`src/rtl/game_timer_pkg.sv`:
```
// Shared types and defaults for the game millisecond timer.
// Latency: n/a (types and constants only).
// Backpressure: n/a.
package game_timer_pkg;

    localparam int unsigned TICK_DIV_DEF = 1000;
    localparam int unsigned LIMIT_DEF    = 3000;
    localparam int unsigned COUNT_W      = 32;

    typedef enum logic [1:0] {
        IDLE = 2'd0,
        RUN  = 2'd1,
        HOLD = 2'd2
    } timer_state_t;

endpackage

```
`src/rtl/edge_rise_det.sv`:
```
// Rising-edge detector: registers the input and flags a 0->1 transition.
// Latency: rise is combinational from d against the previous-cycle sample.
// Backpressure: none; the sample register updates every cycle.
//
// Ports: CLK, RESETN (async active-low), d (level in), rise (d & ~d_prev).
// RST_VAL selects the reset value of the sample register; setting it to 1
// suppresses a spurious edge when d is already high at reset release.
module edge_rise_det #(
    parameter logic RST_VAL = 1'b0
) (
    input  logic CLK,
    input  logic RESETN,
    input  logic d,
    output logic rise
);

    logic d_prev;

    always_ff @(posedge CLK or negedge RESETN) begin
        if (!RESETN) begin
            d_prev <= RST_VAL;
        end else begin
            d_prev <= d;
        end
    end

    assign rise = d & ~d_prev;

endmodule

```
`src/rtl/game_ms_timer.sv`:
```
// Game ms timer: prescales CLK into ms ticks, counts 0..LIMIT after START, then holds.
// Latency: all outputs registered; RUNNING rises on the START edge, COUNT1=n at n*TICK_DIV edges later.
// Backpressure: none; START/ABORT are level inputs sampled every cycle, ABORT always wins.
//
// Ports: CLK, RESETN (async active-low), START (level, rising edge starts a run),
//        ABORT (level, forces idle), PAUSE (only with GAME_TIMER_PAUSE_EN),
//        COUNT1 (elapsed ms), RUNNING, TICK (pulse per increment), DONE (pulse at LIMIT).
// Build option: define GAME_TIMER_PAUSE_EN to add the PAUSE input.
module game_ms_timer
    import game_timer_pkg::*;
#(
    parameter int unsigned TICK_DIV = TICK_DIV_DEF,
    parameter int unsigned LIMIT    = LIMIT_DEF,
    parameter int unsigned DIV_W    = 16
) (
    input  logic               CLK,
    input  logic               RESETN,
    input  logic               START,
    input  logic               ABORT,
`ifdef GAME_TIMER_PAUSE_EN
    input  logic               PAUSE,
`endif
    output logic [COUNT_W-1:0] COUNT1,
    output logic               RUNNING,
    output logic               TICK,
    output logic               DONE
);

    localparam logic [DIV_W-1:0]   DIV_LAST = DIV_W'(TICK_DIV - 1);
    localparam logic [COUNT_W-1:0] LIMIT_V  = COUNT_W'(LIMIT);

    timer_state_t       state, state_nxt;
    logic [DIV_W-1:0]   presc, presc_nxt;
    logic [COUNT_W-1:0] count_nxt, count_inc;
    logic               tick_nxt, done_nxt;
    logic               start_rise;
    logic               pause_act;

`ifdef GAME_TIMER_PAUSE_EN
    assign pause_act = PAUSE;
`else
    assign pause_act = 1'b0;
`endif

    // Register resets high so a button held through reset release is not a start.
    edge_rise_det #(.RST_VAL(1'b1)) u_start_det (
        .CLK    (CLK),
        .RESETN (RESETN),
        .d      (START),
        .rise   (start_rise)
    );

    assign count_inc = COUNT1 + COUNT_W'(1);

    always_comb begin
        state_nxt = state;
        presc_nxt = presc;
        count_nxt = COUNT1;
        tick_nxt  = 1'b0;
        done_nxt  = 1'b0;

        case (state)
            IDLE, HOLD: begin
                if (start_rise) begin
                    state_nxt = RUN;
                    presc_nxt = '0;
                    count_nxt = '0;
                end
            end
            RUN: begin
                // Restart is ignored here; pause freezes both counters.
                if (!pause_act) begin
                    if (presc == DIV_LAST) begin
                        presc_nxt = '0;
                        count_nxt = count_inc;
                        tick_nxt  = 1'b1;
                        if (count_inc == LIMIT_V) begin
                            state_nxt = HOLD;
                            done_nxt  = 1'b1;
                        end
                    end else begin
                        presc_nxt = presc + DIV_W'(1);
                    end
                end
            end
            default: begin
                state_nxt = IDLE;
                presc_nxt = '0;
                count_nxt = '0;
            end
        endcase

        // ABORT overrides start and terminal events in the same cycle.
        if (ABORT) begin
            state_nxt = IDLE;
            presc_nxt = '0;
            count_nxt = '0;
            tick_nxt  = 1'b0;
            done_nxt  = 1'b0;
        end
    end

    always_ff @(posedge CLK or negedge RESETN) begin
        if (!RESETN) begin
            state   <= IDLE;
            presc   <= '0;
            COUNT1  <= '0;
            RUNNING <= 1'b0;
            TICK    <= 1'b0;
            DONE    <= 1'b0;
        end else begin
            state   <= state_nxt;
            presc   <= presc_nxt;
            COUNT1  <= count_nxt;
            RUNNING <= (state_nxt == RUN);
            TICK    <= tick_nxt;
            DONE    <= done_nxt;
        end
    end

endmodule

```
`config.mk`:
```
export PLATFORM = sky130hd
export DESIGN_NAME = game_ms_timer
export DESIGN_NICKNAME = d
export VERILOG_FILES = /design/src/rtl/game_timer_pkg.sv /design/src/rtl/edge_rise_det.sv /design/src/rtl/game_ms_timer.sv
export SDC_FILE = /design/constraint.sdc
export NUM_CORES = 1
export LEC_CHECK = 0
export ABC_CLOCK_PERIOD_IN_PS = 2300
export CORE_MARGIN = 2
export CORE_UTILIZATION = 50
export DETAILED_ROUTE_END_ITERATION = 12
export PLACE_DENSITY = 0.86
export SYNTH_ARGS = -nofsm -noshare
export SYNTH_HDL_FRONTEND = slang
export SYNTH_SLANG_ARGS = --single-unit
```
`constraint.sdc`:
```
create_clock -name CLK -period 2.3 [get_ports CLK]
set_input_delay 0.23 -clock CLK [delete_from_list [all_inputs] [get_ports CLK]]
set_output_delay 0.23 -clock CLK [all_outputs]
set_load 0.1 [all_outputs]
```
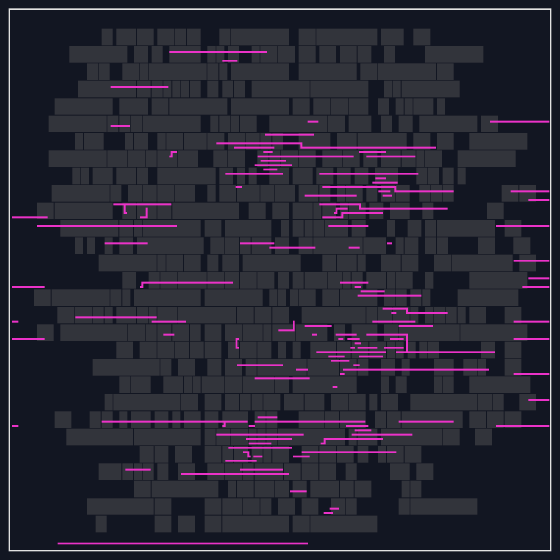
Fig. 1. The metal 3 layer.
main direction: horizontal
wire length on this layer: 738 um
nets with wire on the layer: 82
via count: 3507
drt total wl: 9900 um
met3 Usage GRT: 3.93%

==> changes_impl.md <==
### Metrics

* Count leader, synth: dfrtp_1
* Status: finished, violations left
* Crit path arrival time at 2.62 ns
* Die ar. at 7130 um^2
* Complex Gates by Area at approximately 18%
* Worst-margin pin slew at 0.608 ns
* PnR worst setup slack at -0.0601 ns
* Final Setup Violations at 4
* Min-delay src: START
* GPL Wtd Cong at 0.929
* CTS tree: done
* Top cells by count: dfrtp_1, o21ai_0, nand2_1
* Fin util at 69.7%
* Total track usage at between 20% and 30%
* Crit path cell chain: nand4_1 -> or3_4 -> a2111o_1 -> a2111oi_4 -> nand4bb_4 -> nor4_4 -> a22o_1
* Dpl cells at 533
* Cell count in the Yosys report at 381
* Initial core utilization at 51.2%
* Worst Setup End Kind: flip-flop
* Final hold vios at 0
* Crit path time final at 2.36 ns
* Hold-fix buffers, CTS at 1
* Failing checks: negative setup slack
* Startpoint types: flip-flop
* Flops & latches, synth at 54
* Worst hold path type: input pin to flip-flop
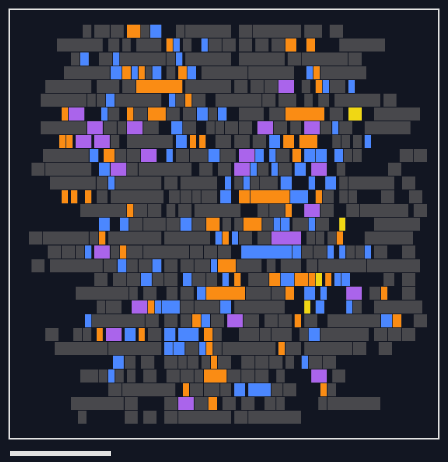
Fig. 2. Logic cells by family.
Scale bar: 20 um.
| color | family | cells |
|---|---|---|
| yellow | inverters | 4 |
| blue | NAND gates | 89 |
| orange | NOR gates | 60 |
| purple | XOR/XNOR gates | 22 |
Commonest Layout Cell: buf_4
Final Non-Filler Cells: 556

## worst max path at each step
stage | slack (ns) | end | depth (start not counted)
after floorplan | -0.31 | state[1]$_DFF_PN0_ | 8
after global placement | -0.03 | state[1]$_DFF_PN0_ | 7
after detailed placement | -0.16 | state[0]$_DFF_PN0_ | 9
after CTS | -0.01 | state[1]$_DFF_PN0_ | 7
after global routing | -0.16 | state[1]$_DFF_PN0_ | 8
final | -0.06 | state[1]$_DFF_PN0_ | 7
## layout by cell type (no fill, tap or decap), types with 2 or more instances in the layout
cell and n:
nor4_1 4, a31oi_1 6, nand2b_1 3, nor2_1 34, o22ai_1 3, and4_1 3, nand2_1 38, xnor2_1 7
a211o_1 2, nor3_2 3, nor4_4 3, and2_1 7, o31ai_1 6, mux2i_1 2, a21o_1 5, buf_4 108
inv_1 3, a22o_1 6, nand4_1 22, nor3_1 9, o41ai_1 3, clkdlybuf4s50_1 2, dfrtp_1 31, o21ai_0 47
o21ai_1 3, and3_1 10, nand3_2 2, dfrtp_2 6, clkbuf_8 5, clkinvlp_4 3, or2_2 3, nand3_1 19
a21oi_1 11, dfrtp_4 16, xor2_1 14, nor3b_1 3
## power by group
group	internal (mW)	switching (mW)
logic	0.0337	0.0824
registers	0.954	0.00333
clock network	0.216	0.332
## through the flow
stage	setup WS [ns]	hold slack, ns
4_1_cts	-0.0124	0.357
3_3_place_gp	-0.0316	0.250
3_5_place_dp	-0.160	0.259
5_1_grt	-0.163	0.348
6_report	-0.0601	0.354
2_1_floorplan	-0.311	-0.0656
## cell type report
type	instances	area (um^2)
fill	469	1910
multi-input combinational	299	1900
sequential	54	1420
timing repair buffer	114	877
tap	77	96.3
clock buffer	6	72.6
inverter	4	18.8
clock inverter	2	15.0
Power figures rest on the tool's default switching activity, not on a simulated workload.
